### config.mk
export PLATFORM = sky130hd
export DESIGN_NAME = clock_rate_controller
export DESIGN_NICKNAME = d
export VERILOG_FILES = /design/src/rtl/clock_rate_controller.sv
export SDC_FILE = /design/constraint.sdc
export NUM_CORES = 1
export LEC_CHECK = 0
export CAP_MARGIN = 20
export CORE_MARGIN = 3
export CORE_UTILIZATION = 53
export DETAILED_ROUTE_END_ITERATION = 12
export PLACE_DENSITY = 0.8
export SYNTH_ARGS = -nofsm -noshare
export SYNTH_HDL_FRONTEND = slang
export SYNTH_SLANG_ARGS = --single-unit
### constraint.sdc
create_clock -name clk_in -period 3.1 [get_ports clk_in]
set_clock_uncertainty 0.2 [all_clocks]
set_input_delay 0.31 -clock clk_in [delete_from_list [all_inputs] [get_ports clk_in]]
set_output_delay 0.31 -clock clk_in [all_outputs]
set_load 0.02 [all_outputs]
### src/rtl/clock_rate_controller.sv
// Programmable clock divider with glitch-free runtime divisor changes.
// Divisor swaps and stops land only on falling edges of clk_out.
module clock_rate_controller #(
   parameter int DIV_WIDTH   = 8,
   parameter int DEFAULT_DIV = 8
) (
   input  logic                 clk_in,
   input  logic                 reset,
   input  logic                 enable,
   input  logic                 cfg_valid,
   input  logic [DIV_WIDTH-1:0] cfg_div,
   output logic                 cfg_ready,
   output logic                 clk_out,
   output logic                 tick,
   output logic                 running,
   output logic [DIV_WIDTH-1:0] cur_div
);

   typedef enum logic [1:0] {
      IDLE,
      RUN,
      PENDING,
      STOPPING
   } state_t;

   localparam logic [DIV_WIDTH-1:0] ONE = DIV_WIDTH'(1);
   localparam logic [DIV_WIDTH-1:0] DEF_EFF =
      (DEFAULT_DIV == 0) ? ONE : DIV_WIDTH'(DEFAULT_DIV);

   state_t               state;
   state_t               state_nxt;
   logic [DIV_WIDTH-1:0] cnt;
   logic [DIV_WIDTH-1:0] pend_div;
   logic                 pend_vld;
   logic [DIV_WIDTH-1:0] cfg_eff;
   logic                 accept;
   logic                 tc;
   logic                 fall_tc;
   logic                 stop_hold;

   // A zero divisor behaves as one; terminal count only while active
   always_comb begin
      cfg_eff   = (cfg_div == '0) ? ONE : cfg_div;
      accept    = cfg_valid && cfg_ready;
      tc        = (state != IDLE) && (cnt == cur_div - ONE);
      fall_tc   = tc && clk_out;
      stop_hold = clk_out && !tc;
   end

   // State register
   always_ff @(posedge clk_in) begin
      if (reset) state <= IDLE;
      else       state <= state_nxt;
   end

   // Next-state logic: stops wait for the high phase to finish
   always_comb begin
      state_nxt = state;
      unique case (state)
         IDLE: begin
            if (enable) state_nxt = RUN;
         end
         RUN: begin
            if (!enable)
               state_nxt = stop_hold ? STOPPING : IDLE;
            else if (accept)
               state_nxt = PENDING;
         end
         PENDING: begin
            if (!enable)
               state_nxt = stop_hold ? STOPPING : IDLE;
            else if (fall_tc)
               state_nxt = RUN;
         end
         STOPPING: begin
            if (fall_tc) state_nxt = IDLE;
         end
      endcase
   end

   // Moore outputs decoded from the state
   always_comb begin
      cfg_ready = (state == IDLE) || (state == RUN);
      running   = (state != IDLE);
   end

   // Counter, divided clock, tick and divisor registers
   always_ff @(posedge clk_in) begin
      if (reset) begin
         cnt      <= '0;
         clk_out  <= 1'b0;
         tick     <= 1'b0;
         cur_div  <= DEF_EFF;
         pend_div <= '0;
         pend_vld <= 1'b0;
      end else if (state_nxt == IDLE) begin
         cnt      <= '0;
         clk_out  <= 1'b0;
         tick     <= clk_out;
         pend_vld <= 1'b0;
         if (accept)
            cur_div <= cfg_eff;
         else if (pend_vld)
            cur_div <= pend_div;
      end else begin
         tick <= 1'b0;
         if (state == IDLE) begin
            cnt <= '0;
         end else if (tc) begin
            cnt     <= '0;
            clk_out <= ~clk_out;
            tick    <= 1'b1;
         end else begin
            cnt <= cnt + ONE;
         end
         if (state == PENDING && state_nxt == RUN) begin
            cur_div  <= pend_div;
            pend_vld <= 1'b0;
         end
         if (accept && state == IDLE) begin
            cur_div <= cfg_eff;
         end else if (accept) begin
            pend_div <= cfg_eff;
            pend_vld <= 1'b1;
         end
      end
   end

endmodule

clock_nets.png
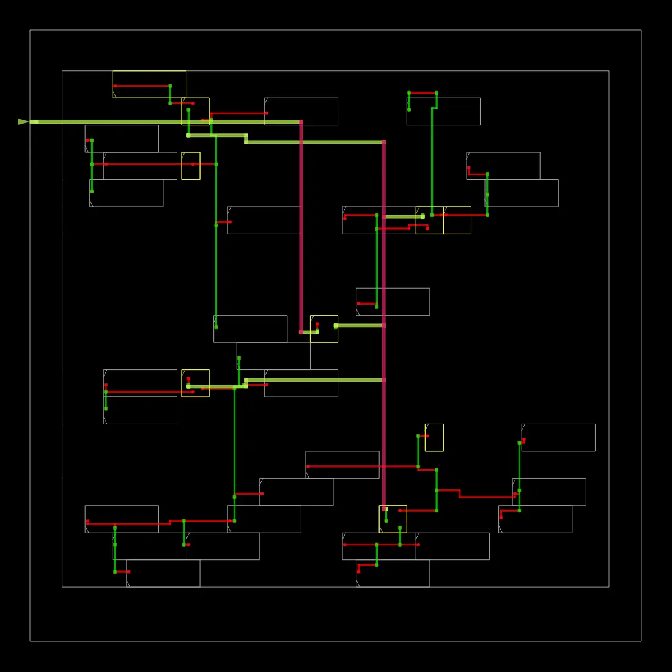
insertion delay of the later-clocked pin in the worst-skew pair: 0.34 ns
sequential cell count of the final layout: 29

ff_map.png
Other sequential cells in the stronger grey, the rest of the logic in the fainter grey.
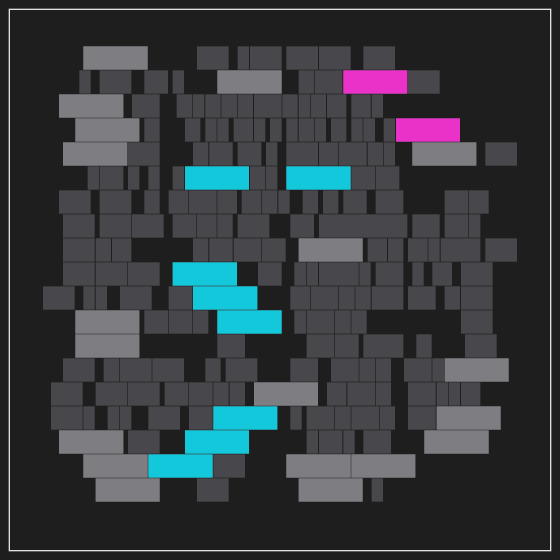
`cur_div`: shown in cyan, placed flops 8. `state`: shown in magenta, placed flops 2.

gates.png
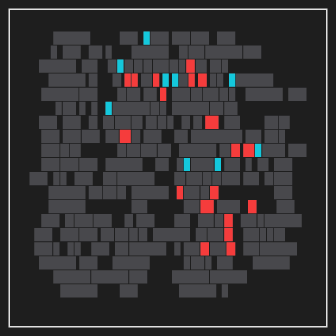
nand cells: shown in red, cells 19. inv cells: shown in cyan, cells 9, where north.
combinational share of cell area: 49.8%
Layout Cells excl Fill: 245
highest-count logic cell in the final layout: sky130_fd_sc_hd__dfxtp_1

[worst max-delay path, stage by stage, from the launching register on]
cell	delay [ns]
sky130_fd_sc_hd__dfxtp_1	0.46
sky130_fd_sc_hd__inv_1	0.10
sky130_fd_sc_hd__ha_1	0.25
sky130_fd_sc_hd__o21ba_2	0.23
sky130_fd_sc_hd__a221oi_1	0.28
sky130_fd_sc_hd__a41oi_1	0.13
sky130_fd_sc_hd__nor3_1	0.40
sky130_fd_sc_hd__a211o_1	0.33
sky130_fd_sc_hd__and2_4	0.24
sky130_fd_sc_hd__a211oi_1	0.08
[stage by stage]
step	total power, mW	std cells	cell area, sq um	hold slack (ns)
floorplan	0.518	191	1620	0.257
global placement	0.568	237	1840	0.273
detailed placement	0.573	237	1840	0.290
CTS	0.795	245	1900	0.311
global route	0.835	245	1900	0.353
finish	0.791	245	1900	0.307
[cells in the mapped netlist (all sizes together) (5+ instances only)]
cell type,instances
a211oi,8
nor3,7
nand3,9
clkbuf,6
nor2,27
mux2i,15
and3,5
inv,9
xnor2,7
nand2,6
o21ai,5
dfxtp,29
a21oi,16
xor2,8
[worst min-delay path by stage]
stage,slack [ns],start,end,depth (start not counted)
after floorplan,0.26,cfg_div[1],pend_div[1]$_SDFFE_PP0P_,2
after global placement,0.27,pend_div[1]$_SDFFE_PP0P_,pend_div[1]$_SDFFE_PP0P_,2
after detailed placement,0.29,pend_div[1]$_SDFFE_PP0P_,pend_div[1]$_SDFFE_PP0P_,2
after CTS,0.31,pend_div[0]$_SDFFE_PP0P_,pend_div[0]$_SDFFE_PP0P_,2
after global routing,0.35,pend_vld$_SDFF_PP0_,pend_vld$_SDFF_PP0_,2
final,0.31,pend_div[1]$_SDFFE_PP0P_,pend_div[1]$_SDFFE_PP0P_,2
[sequential cells by signal, summed over array words and instances, names as in the netlist]
| register | count |
|---|---|
| clk_out | 1 |
| cnt | 8 |
| cur_div | 8 |
| pend_div | 8 |
| pend_vld | 1 |
| state | 2 |
| tick | 1 |
[kinds of logic (layout without fill, tap and decap cells)]
group           after synthesis  count (layout)  synth area share (%)
compound gates               46              46                  20.4
xor+xnor                     15              15                  8.13
fa+ha+maj                     2               2                  1.55
buf+inv                      19              42                  5.50
flops                        29              29                  35.9
mux                          15              15                  9.29
simple gates                 65              65                  19.2
[final cells by class]
type                       count  area (sq um)
clock buffer                   5          37.5
clock inverter                 3          17.5
fill                         248           930
inverter                       9          33.8
multi-input combinational    143           946
sequential                    29           581
tap                           31          38.8
timing repair buffer          25           245
[power by group]
part | switching (mW) | internal, mW
Combinational | 0.0849 | 0.0761
Sequential | 0.0193 | 0.385
Clock | 0.141 | 0.0852
Total | 0.245 | 0.547
[layer usage]
layer | vias up | share of wire [%] | GRT usage, %
met1 | 680 | 46 | 25.8
met4 | 0 | 1.7 | 8.98
met3 | 7 | 6.4 | 7.13
met2 | 40 | 46 | 31.1
li1 | 733 | - | -
met5 | - | 0 | 0
==> results_dict.tcl <==
# metrics dict for downstream scripts
set metrics [dict create \
    post_synth_inst_count 191 \
    timing_max_transition_violations_final 0 \
    r2r.worst_path.cells 9 \
    cts_max_path_buffers 2 \
    synth.lib_cells_used.distinct 36 \
    result_of_the_run "completed" \
    worst-endpoint-required_ns 3.10 \
    cell_type_with_the_highest_aggregate_area_in_the_netlist "sky130_fd_sc_hd__dfxtp_1" \
    grtUsageTotal_pct 20.3 \
    drive_gt1_share_pct 7.94 \
    vias 1460 \
    final_cell_mix "sky130_fd_sc_hd__dfxtp_1, sky130_fd_sc_hd__nor2_1, sky130_fd_sc_hd__clkdlybuf4s50_1, sky130_fd_sc_hd__a21oi_1, sky130_fd_sc_hd__mux2i_1" \
    tightestPinTransition_ns 0.669 \
    fp.dieH_um 61.2 \
    num-nets-final 227 \
    synthArstFlopShare_pct 0 \
    postSynthRegisterBits 29 \
    post_synth.cell_area_avg_sq_um 8.46 \
    site_row_count 19 \
    finalHoldViolations 0 \
    timing.hold.worst.class "flip-flop to flip-flop" \
    buffer_ports.inserted 23 \
    synth_area_sq_um 1620 \
    pre_cts_ws_ns 0.290 \
    die_area_sq_um 3750 \
    initial_antenna_violation_count 0 \
    post_drt_via_cell_ratio 5.96 \
    synth_stat.cells 191 \
    regToRegStartpoint "cur_div[0]$_SDFFE_PP0P_" \
    highest_net_fanout_along_the_worst_path 9 \
    antenna_cells 0 \
    core_area_sq_um 2830 \
    worst_ir_drop_vdd_uv 291 \
    tritoncts.num_buffers 5 \
    grt_first_pass_wirelength_um 5590 \
    finalCoreUtilization_pct 67.1 \
    setup.worst_path.end_class "flip-flop" \
    drt.antenna.violating_nets 0 \
    detailedRoute.firstIterationViolations 112 \
]
No activity file was given, so power comes from the tool's default toggle rates.
